**config.mk**
```make
export PLATFORM = sky130hd
export DESIGN_NAME = keypad_scanner
export DESIGN_NICKNAME = d
export VERILOG_FILES = /design/src/rtl/keypad_pkg.sv /design/src/rtl/keypad_col_scan.sv /design/src/rtl/keypad_scanner.sv
export SDC_FILE = /design/constraint.sdc
export NUM_CORES = 1
export LEC_CHECK = 0
export ABC_AREA = 1
export CORE_UTILIZATION = 55
export CTS_BUF_LIST = sky130_fd_sc_hd__clkbuf_16
export DETAILED_ROUTE_END_ITERATION = 7
export PLACE_DENSITY = 0.75
export SETUP_SLACK_MARGIN = 0.5
export SYNTH_ARGS = -nofsm -noshare
export SYNTH_HDL_FRONTEND = slang
export SYNTH_HIERARCHICAL = 1
export SYNTH_SLANG_ARGS = --single-unit
```
**constraint.sdc**
```tcl
create_clock -name clk_100MHz -period 13.1 [get_ports clk_100MHz]
set_input_delay 2.62 -clock clk_100MHz [delete_from_list [all_inputs] [get_ports clk_100MHz]]
set_output_delay 2.62 -clock clk_100MHz [all_outputs]
set_load 0.01 [all_outputs]
```
**src/rtl/keypad_pkg.sv**
```systemverilog
// keypad_pkg: shared types and helpers for the matrix keypad scanner.
//   kp_state_e     debounce/handshake FSM states
//   frame_class_e  classification of one completed scan frame
//   popcount_sat2  number of set bits, saturated at 2 (0, 1, "many")
//   calc_dwell     per-column dwell in clock cycles from clock rate and dwell time
package keypad_pkg;

  localparam int MAX_KEYS = 256;

  typedef enum logic [1:0] {
    IDLE     = 2'd0,
    PRESS_DB = 2'd1,
    HELD     = 2'd2,
    REL_DB   = 2'd3
  } kp_state_e;

  typedef enum logic [1:0] {
    FRAME_NONE   = 2'd0,
    FRAME_SINGLE = 2'd1,
    FRAME_MULTI  = 2'd2
  } frame_class_e;

  function automatic logic [1:0] popcount_sat2(input logic [MAX_KEYS-1:0] bits);
    logic [1:0] n;
    n = '0;
    for (int i = 0; i < MAX_KEYS; i++) begin
      if (bits[i] && (n != 2'd2)) n = n + 2'd1;
    end
    return n;
  endfunction

  function automatic int calc_dwell(input int clk_hz, input int scan_us);
    return (clk_hz / 1_000_000) * scan_us;
  endfunction

endpackage

```
**src/rtl/keypad_col_scan.sv**
```systemverilog
// keypad_col_scan: column rotator and frame capture for the keypad scanner.
// Holds each column low for DWELL cycles and samples the rows on the last
// dwell cycle into the frame map (bit c*ROWS+r = key r,c pressed).
// Ports:
//   clk_100MHz, rst_n   clock, synchronous active-low reset
//   row_i               keypad rows, active low; row_i[ROWS-1-r] is row r
//   col_o               column drive, one bit low; col_o[COLS-1-c] is column c
//   frame_done_o        1-cycle strobe on the cycle the last column is sampled
//   frame_class_o       none/single/multi for the frame completing this cycle
//   frame_key_o         r*COLS+c of the single pressed key (valid with FRAME_SINGLE)
module keypad_col_scan
  import keypad_pkg::*;
#(
  parameter int ROWS  = 4,
  parameter int COLS  = 4,
  parameter int DWELL = 4,
  localparam int KEY_W = $clog2(ROWS*COLS)
) (
  input  logic               clk_100MHz,
  input  logic               rst_n,
  input  logic [ROWS-1:0]    row_i,
  output logic [COLS-1:0]    col_o,
  output logic               frame_done_o,
  output frame_class_e       frame_class_o,
  output logic [KEY_W-1:0]   frame_key_o
);

  localparam int NK = ROWS * COLS;
  localparam int CW = (COLS > 1) ? $clog2(COLS) : 1;
  localparam int DW = $clog2(DWELL);

  logic [DW-1:0] dwell_q, dwell_d;
  logic [CW-1:0] col_q, col_d;
  logic [NK-1:0] frame_q, frame_d;
  logic          last_dwell, last_col;
  logic [1:0]    n_keys;

  assign last_dwell   = (dwell_q == DW'(DWELL - 1));
  assign last_col     = (col_q == CW'(COLS - 1));
  assign frame_done_o = last_dwell & last_col;

  always_comb begin
    dwell_d = last_dwell ? '0 : dwell_q + 1'b1;
    col_d   = col_q;
    frame_d = frame_q;
    if (last_dwell) begin
      col_d = last_col ? '0 : col_q + 1'b1;
      for (int r = 0; r < ROWS; r++) begin
        frame_d[int'(col_q)*ROWS + r] = ~row_i[ROWS-1-r];
      end
    end
  end

  always_comb begin
    col_o = '1;
    col_o[COLS-1-int'(col_q)] = 1'b0;
  end

  // Classify frame_d so the frame end sees the column sampled on that same cycle.
  always_comb begin
    n_keys      = popcount_sat2(MAX_KEYS'(frame_d));
    frame_key_o = '0;
    for (int c = 0; c < COLS; c++) begin
      for (int r = 0; r < ROWS; r++) begin
        if (frame_d[c*ROWS + r]) frame_key_o = KEY_W'(r*COLS + c);
      end
    end
    unique case (n_keys)
      2'd0:    frame_class_o = FRAME_NONE;
      2'd1:    frame_class_o = FRAME_SINGLE;
      default: frame_class_o = FRAME_MULTI;
    endcase
  end

  always_ff @(posedge clk_100MHz) begin
    if (!rst_n) begin
      dwell_q <= '0;
      col_q   <= '0;
      frame_q <= '0;
    end else begin
      dwell_q <= dwell_d;
      col_q   <= col_d;
      frame_q <= frame_d;
    end
  end

endmodule

```
**src/rtl/keypad_scanner.sv**
```systemverilog
// keypad_scanner: ROWSxCOLS matrix keypad scanner with frame debounce,
// ghost (multi-key) rejection and a valid/ready key event port.
// Ports:
//   clk_100MHz, rst_n    clock, synchronous active-low reset
//   row / col            keypad pins (rows in, active low; one column driven low)
//   key_code/key_valid   event r*COLS+c, held until key_ready accepts it
//   key_ready            consumer accept
//   key_held             a debounced key is down
//   multi_key            last completed frame had more than one key
//   overrun              1-cycle pulse: new event dropped because the old one was pending
//
// state    | meaning
// IDLE     | no key down, waiting for a single-key frame
// PRESS_DB | counting identical single-key frames for cand
// HELD     | cand accepted and down; other keys ignored until full release
// REL_DB   | counting empty frames before declaring release
module keypad_scanner
  import keypad_pkg::*;
#(
  parameter int ROWS            = 4,
  parameter int COLS            = 4,
  parameter int CLK_HZ          = 100_000_000,
  parameter int SCAN_US         = 1000,
  parameter int DEBOUNCE_FRAMES = 4,
  localparam int KEY_W = $clog2(ROWS*COLS)
) (
  input  logic               clk_100MHz,
  input  logic               rst_n,
  input  logic [ROWS-1:0]    row,
  output logic [COLS-1:0]    col,
  output logic [KEY_W-1:0]   key_code,
  output logic               key_valid,
  input  logic               key_ready,
  output logic               key_held,
  output logic               multi_key,
  output logic               overrun
);

  localparam int DWELL = calc_dwell(CLK_HZ, SCAN_US);
  localparam int CNTW  = $clog2(DEBOUNCE_FRAMES + 1);

  logic               frame_done;
  frame_class_e       frame_class;
  logic [KEY_W-1:0]   frame_key;

  kp_state_e          state_q, state_d;
  logic [KEY_W-1:0]   cand_q, cand_d;
  logic [CNTW-1:0]    cnt_q, cnt_d;
  logic               emit;
  logic               valid_q, valid_d;
  logic [KEY_W-1:0]   code_q, code_d;
  logic               multi_q, multi_d;
  logic               overrun_q, overrun_d;

  keypad_col_scan #(
    .ROWS  (ROWS),
    .COLS  (COLS),
    .DWELL (DWELL)
  ) u_col_scan (
    .clk_100MHz    (clk_100MHz),
    .rst_n         (rst_n),
    .row_i         (row),
    .col_o         (col),
    .frame_done_o  (frame_done),
    .frame_class_o (frame_class),
    .frame_key_o   (frame_key)
  );

  always_comb begin
    state_d = state_q;
    cand_d  = cand_q;
    cnt_d   = cnt_q;
    emit    = 1'b0;
    if (frame_done) begin
      unique case (state_q)
        IDLE: begin
          if (frame_class == FRAME_SINGLE) begin
            cand_d = frame_key;
            if (DEBOUNCE_FRAMES <= 1) begin
              state_d = HELD;
              cnt_d   = '0;
              emit    = 1'b1;
            end else begin
              state_d = PRESS_DB;
              cnt_d   = CNTW'(1);
            end
          end
        end
        PRESS_DB: begin
          if ((frame_class == FRAME_SINGLE) && (frame_key == cand_q)) begin
            if (cnt_q == CNTW'(DEBOUNCE_FRAMES - 1)) begin
              state_d = HELD;
              cnt_d   = '0;
              emit    = 1'b1;
            end else begin
              cnt_d = cnt_q + 1'b1;
            end
          end else begin
            state_d = IDLE;
            cnt_d   = '0;
          end
        end
        HELD: begin
          if (frame_class == FRAME_NONE) begin
            if (DEBOUNCE_FRAMES <= 1) begin
              state_d = IDLE;
              cnt_d   = '0;
            end else begin
              state_d = REL_DB;
              cnt_d   = CNTW'(1);
            end
          end
        end
        REL_DB: begin
          if (frame_class == FRAME_NONE) begin
            if (cnt_q == CNTW'(DEBOUNCE_FRAMES - 1)) begin
              state_d = IDLE;
              cnt_d   = '0;
            end else begin
              cnt_d = cnt_q + 1'b1;
            end
          end else begin
            state_d = HELD;
            cnt_d   = '0;
          end
        end
        default: begin
          state_d = IDLE;
          cnt_d   = '0;
        end
      endcase
    end
  end

  // Accept of the old event frees the slot on the same cycle a new one arrives.
  always_comb begin
    valid_d   = valid_q;
    code_d    = code_q;
    overrun_d = 1'b0;
    multi_d   = frame_done ? (frame_class == FRAME_MULTI) : multi_q;
    if (valid_q && key_ready) valid_d = 1'b0;
    if (emit) begin
      if (!valid_q || key_ready) begin
        valid_d = 1'b1;
        code_d  = cand_d;
      end else begin
        overrun_d = 1'b1;
      end
    end
  end

  always_ff @(posedge clk_100MHz) begin
    if (!rst_n) begin
      state_q   <= IDLE;
      cand_q    <= '0;
      cnt_q     <= '0;
      valid_q   <= 1'b0;
      code_q    <= '0;
      multi_q   <= 1'b0;
      overrun_q <= 1'b0;
    end else begin
      state_q   <= state_d;
      cand_q    <= cand_d;
      cnt_q     <= cnt_d;
      valid_q   <= valid_d;
      code_q    <= code_d;
      multi_q   <= multi_d;
      overrun_q <= overrun_d;
    end
  end

  assign key_code  = code_q;
  assign key_valid = valid_q;
  assign key_held  = (state_q == HELD) || (state_q == REL_DB);
  assign multi_key = multi_q;
  assign overrun   = overrun_q;

endmodule
```
==> run_1/drive_strength.png <==
The bar under the picture is 20 microns long.
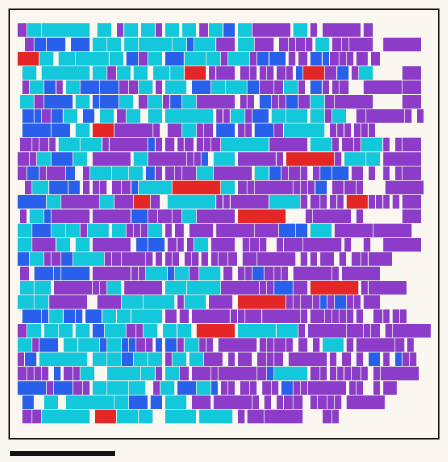
Cyan shows drive 3 to 4, cells 157, share 24%, most used buf_4. Purple shows drive 1 or less, cells 384, share 60%, most used nand2_1. Blue shows drive 2, cells 91, share 14%, most used nand2_2. Red shows drive 6 and up, cells 13, share 2.0%, most used buf_6.

==> run_1/clock_map.png <==
The bar under the picture is 20 microns long.
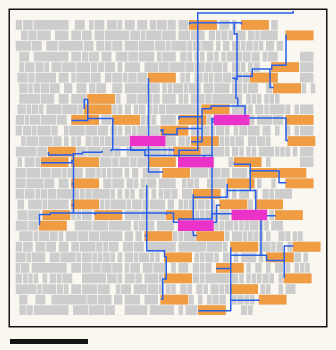
Magenta shows cells driving clock nets, count 5. Orange shows flip-flops, count 51. Blue shows clock wires, length 612 microns.
There are 6 routed clock nets.

==> job_summary.md, run 1 <==
### Metrics collected by this job

| Metric | Value |
|---|---|
| Status | complete, no violations |
| DP HPWL | 6.01 mm |
| CP Class | primary input to flip-flop |
| Xor+xnor area frac | 1.01% |
| Min cycle time layout | roughly 13,000 ps |
| Vertical die size | 81.3 microns |
| Critical Path Start Type | primary input |
| Fill cells | approximately 290 |
| Critical Path Start | row[2] |
| Clk_skew | 5.12 ps |
| Crit path max-delay cell type | or2_2 |
| Gpl congestion | slightly above 0.8 |
| Critical Path Most Common Cell | inv_2 |
| Post-Route WL | between 10 and 15 mm |
| Most common logic cells in the final layout | buf_4, nand2_1, nor2_1, inv_1, dfxtp_1 |
| Aoi share | under 10% |
| Synth flops | roughly 51 |
| RSZ-0062 raised after global routing | false |
| PwrDens | 57.8 nW/um^2 |
| Area delta synth->final | 49.4% |
| Critical Path Fanout Max | 6 |
| Crit path to | state_q[0] |
| Chip Area, Yosys | around 3500 sq um |
| Ys cells | between 500 and 600 |
| And+or+nand+nor area frac | ~44% |
| R2r setup slk | ~1300 ps |
| Vias post-DR | approximately 4,300 |
| Req. time, crit path | roughly 13,000 ps |
| Combinational share of power | under 10% |
| Endpoint class of the critical path | flip-flop |
| Clock Sinks | between 50 and 60 |
| Mean routed wirelength per cell | around 17 microns |
| DRC Markers | 0 |
| Netlist cell types | 35 |
| Main logic family | simple AND/OR/NAND/NOR gates |
| Hold buffers post-CTS | 0 |
| Post-synth design cell area | about 3500 sq um |
| Worst vdd ir | 0.0793 mV |
| # IOs | 19 |
| Routed Antenna Nets | 0 |
| P_int | 0.230 mW |
| FP Util | between 50% and 60% |
| Synth Net Count | 549 |
| Total GRT Usage | 26.7% |
| Post-CTS Setup Inserts | 20 |
==> run_1/final_clocks.png <==
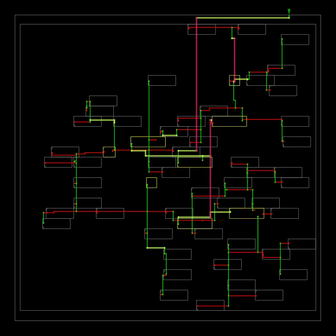
Worst-Skew Late Latency: 290 ps
clock network power: 0.134 mW

==> run_1/registers.png <==
The bar under the picture is 20 microns long. Other sequential cells in the stronger grey, the rest of the logic in the fainter grey.
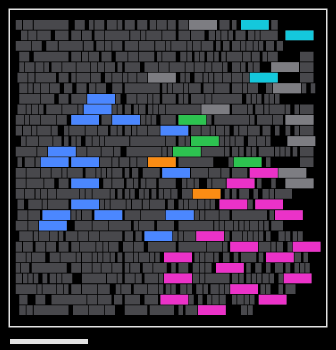
Cyan shows cnt_q, sequential cells 3. Magenta shows u_col_scan/dwell_q, sequential cells 17. Green shows cand_q, sequential cells 4, where centre. Orange shows u_col_scan/col_q, sequential cells 2. Blue shows u_col_scan/frame_q, sequential cells 16.
Another 9 sequential cells are not coloured.

[run 1: worst min path at each step]
stage	start	end	slack, ps	cells past startpoint
floorplan	cnt_q[2]	cnt_q[2]	410	2
global placement	cnt_q[2]	cnt_q[2]	420	2
detailed placement	cnt_q[2]	cnt_q[2]	430	2
CTS	cnt_q[2]	cnt_q[2]	440	2
global route	u_col_scan/dwell_q[0]	u_col_scan/dwell_q[0]	470	1
finish	cnt_q[2]	cnt_q[2]	440	2
[run 1: critical path, delay by kind of cell]
family	cells	cell delay, ps
and+or+nand+nor	44	4890
buffers and inverters	27	2610
adders and majority gates	13	2320
AOI/OAI and AO/OA	4	430
[run 1: flip-flops by register name (all words and copies together), names as in the netlist, 2 cells and up]
signal,flops
state_q,2
u_col_scan/col_q,2
key_code,4
u_col_scan/frame_q,16
u_col_scan/dwell_q,17
cnt_q,3
cand_q,4
[run 1: metal layers]
layer  GRT usage (%)  vias up  share of wire [%]
li1                -     1924                  -
met1            30.9     1983                 39
met2            48.8      283                 50
met3            5.06       75                7.0
met4            8.04        0                5.0
met5               0        -                  0
[run 1: cell usage after synthesis]
cell	instances	share of area, %
o21ai_2	2	0.51
nand3_4	2	1.0
clkbuf_1	4	0.43
ha_1	22	8.0
o31ai_1	2	0.43
dfxtp_1	51	29
xor2_1	3	0.76
nor2_1	74	8.0
nor2_4	5	1.6
a211oi_1	1	0.22
nand2_2	15	2.7
or2_0	1	0.18
nand2_4	2	0.65
clkinv_1	1	0.11
nand3b_2	1	0.33
nand4_1	10	1.8
nor3_1	8	1.2
o211a_1	1	0.29
nand4_2	1	0.36
o21bai_1	2	0.43
or2_2	8	1.4
nand3_1	47	6.8
nor2_2	4	0.72
a21oi_1	18	2.6
xnor2_1	1	0.25
nor3b_1	4	0.87
nand2_1	111	12
nand3_2	11	3.2
and2_1	5	0.90
inv_1	69	7.5
a21boi_0	1	0.22
inv_2	5	0.54
nor2_8	1	0.58
o21ai_1	4	0.58
o21ai_0	23	3.3
[run 1: area by class of cell]
type	instances	area, sq um	area share (%)
clock buffers	5	125	2.42
clock inverters	3	23.8	0.460
inverters	75	282	5.44
multi-input cells	390	2660	51.4
flip-flops and latches	51	1020	19.7
well taps	75	93.8	1.81
repair buffers	121	967	18.7
[run 1: power by group through the flow]
| stage | Sequential [mW] | Combinational (mW) | Clock [mW] |
|---|---|---|---|
| finish | 0.156 | 0.00841 | 0.134 |
| global route | 0.156 | 0.00911 | 0.141 |
| CTS | 0.156 | 0.00792 | 0.134 |
| detailed placement | 0.160 | 0.00811 | 0 |
| global placement | 0.160 | 0.00794 | 0 |
| floorplan | 0.160 | 0.00369 | 0 |
[run 1: per-stage QoR]
stage | instances | instance area (sq um) | utilization (%) | hold WS [ps] | power, mW
after floorplan | 520 | 3470 | - | 412 | 0.163
after global placement | 673 | 4210 | 70.3 | 422 | 0.168
after detailed placement | 673 | 4210 | 70.3 | 427 | 0.168
after CTS | 701 | 4590 | 76.6 | 438 | 0.298
after global routing | 720 | 5170 | 86.3 | 473 | 0.307
final | 720 | 5170 | 86.3 | 444 | 0.299
==> run_1/zoom.png <==
Region (46, 5) to (76, 35) microns. Cells in grey, sequential cells in the stronger grey; small squares are vias.
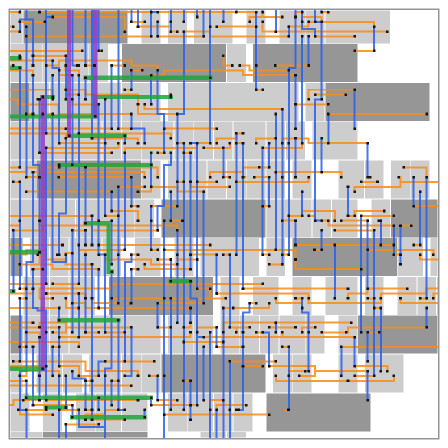

==> run 1 -> run 2 <==
RECOVER_POWER = 25   (was not set)
==> run_2/zoom.png <==
Region (46, 5) to (76, 35) microns. Cells in grey, sequential cells in the stronger grey; small squares are vias.
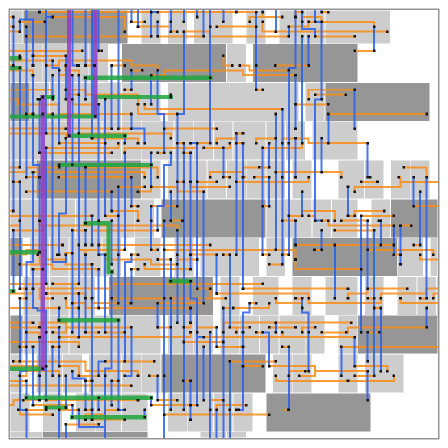
Blue shows met2. Purple shows met4. Orange shows met1. Green shows met3.
Most frequent: nand2_1 (22), nor2_1 (19), inv_1 (16). 108 logic cells have their middle in the window. Sequential cells in the window: 11. Netlist names of flops here include u_col_scan/dwell_q (10), u_col_scan/col_q (1).

==> run_2/drive_strength.png <==
The bar under the picture is 20 microns long.
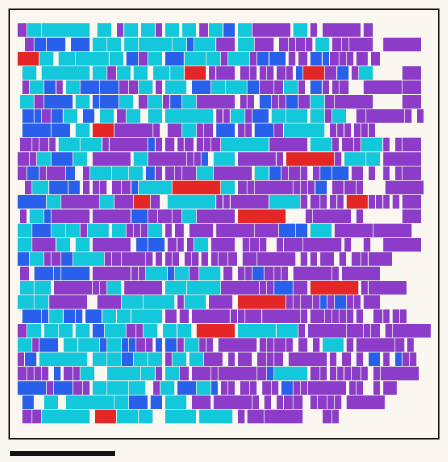
Cyan shows drive 3 to 4, cells 157, share 24%, most used buf_4. Red shows drive 6 and up, cells 13, share 2.0%, most used buf_6. Blue shows drive 2, cells 91, share 14%, most used nand2_2. Purple shows drive 1 or less, cells 384, share 60%, most used nand2_1.

==> job_summary.md, run 2 <==
### Metrics collected by this job

| Metric | Value |
|---|---|
| Routed Antenna Nets | 0 |
| Final Power | roughly 0.3 mW |
| Gpl congestion | 0.816 |
| Dominant cell area share | just under 30% |
| Worst vdd ir | 0.0793 mV |
| PwrDens | between 50 and 60 nW/um^2 |
| Ys cells | ~520 |
| WHS Endpoint | cnt_q[2] |
| CP Class | primary input to flip-flop |
| Post-Route WL | roughly 12 mm |
| Total GRT Usage | between 20% and 30% |
| Endpoint class of the critical path | flip-flop |
| Status | complete, no violations |
| Clock Sinks | 51 |
| Critical Path Fanout Max | 6 |
| Worst hold slack | between 400 and 500 ps |
| Synth flops | 51 |
| Hold buffers post-CTS | 0 |
| Asr flop ratio synth | 0% |
| FP Util | between 50 and 60% |
| Worst-Skew Late Latency | approximately 290 ps |
| Top-count cell post-synth | nand2_1 |
| Largest Register | u_col_scan/dwell_q |
| Top area cell types | dfxtp_1, nand2_1, nor2_1 |
| Chip Area, Yosys | ~3500 sq um |
| Vias post-DR | about 4,300 |
| Post-synth EDFFs | 0 |
| Post-synth design cell area | ~3500 sq um |
| DP HPWL | about 6.0 mm |
| Mean routed wirelength per cell | between 15 and 20 microns |
| Critical Path Start Type | primary input |
| Most used flip-flop cell | dfxtp_1 |
| Largest area contributor in the netlist | dfxtp_1 |
## run 2: cell counts after synthesis
No cell type changed its count.
## run 2: cell families after synthesis
logic type               synth area share, %
flip-flops                              29.5
AND-OR/OR-AND                           8.60
AND/OR/NAND/NOR                         44.4
XOR/XNOR                                1.01
buffers and inverters                   8.57
adder cells (fa/ha/maj)                 7.95
## run 2: worst max-delay path by stage
stage,start,to,slack [ps],cells after the start
2_1_floorplan,row[2],key_code[0],500,84
3_3_place_gp,row[2],key_code[2],-440,84
3_5_place_dp,row[2],key_code[3],-780,84
4_1_cts,row[2],key_code[1],500,86
5_1_grt,row[2],cnt_q[0],5,89
6_report,row[2],state_q[0],360,88
## run 2: critical path, delay by kind of cell
kind	cells	cell delay, ps
AND-OR/OR-AND	4	430
buffers and inverters	27	2600
adder cells (fa/ha/maj)	13	2320
AND/OR/NAND/NOR	44	4910
## run 2: repair_timing
| action | CTS | global route |
|---|---|---|
| endpoints found under the setup margin | 16 | 16 |
| buffers inserted | 20 | 19 |
| pin swaps | 15 | 48 |
| gates resized | 38 | 112 |
## run 2: through the flow
step | setup TNS, ps | cells | cell area, sq um
CTS | 0 | 701 | 4590
floorplan | 0 | 520 | 3470
global placement | -5190 | 673 | 4210
detailed placement | -10370 | 673 | 4210
finish | 0 | 720 | 5170
global route | 0 | 720 | 5170
## run 2: cell type report
cell class,instances,area (sq um),area share [%]
inverter,75,282,5.44
sequential,51,1020,19.7
tap,75,93.8,1.81
clock buffer,5,125,2.42
multi-input combinational,390,2660,51.4
clock inverter,3,23.8,0.460
timing repair buffer,121,967,18.7
## run 2: power breakdown
group          total (mW)  leakage, nW  internal, mW  switching (mW)
Clock               0.134       0.0664        0.0716          0.0627
Combinational     0.00841         1.84       0.00282         0.00559
Sequential          0.156        0.411         0.156        0.000467
## run 2: layer usage
metal	routed length, microns	track usage (%)	part of all wire (%)	up-vias
met5	0	0	0	-
met4	614	8.04	5.0	0
li1	-	-	-	1928
met2	6090	48.8	49	280
met3	847	5.06	6.9	80
met1	4790	30.9	39	1986
Power is estimated from default activity; no workload was simulated.
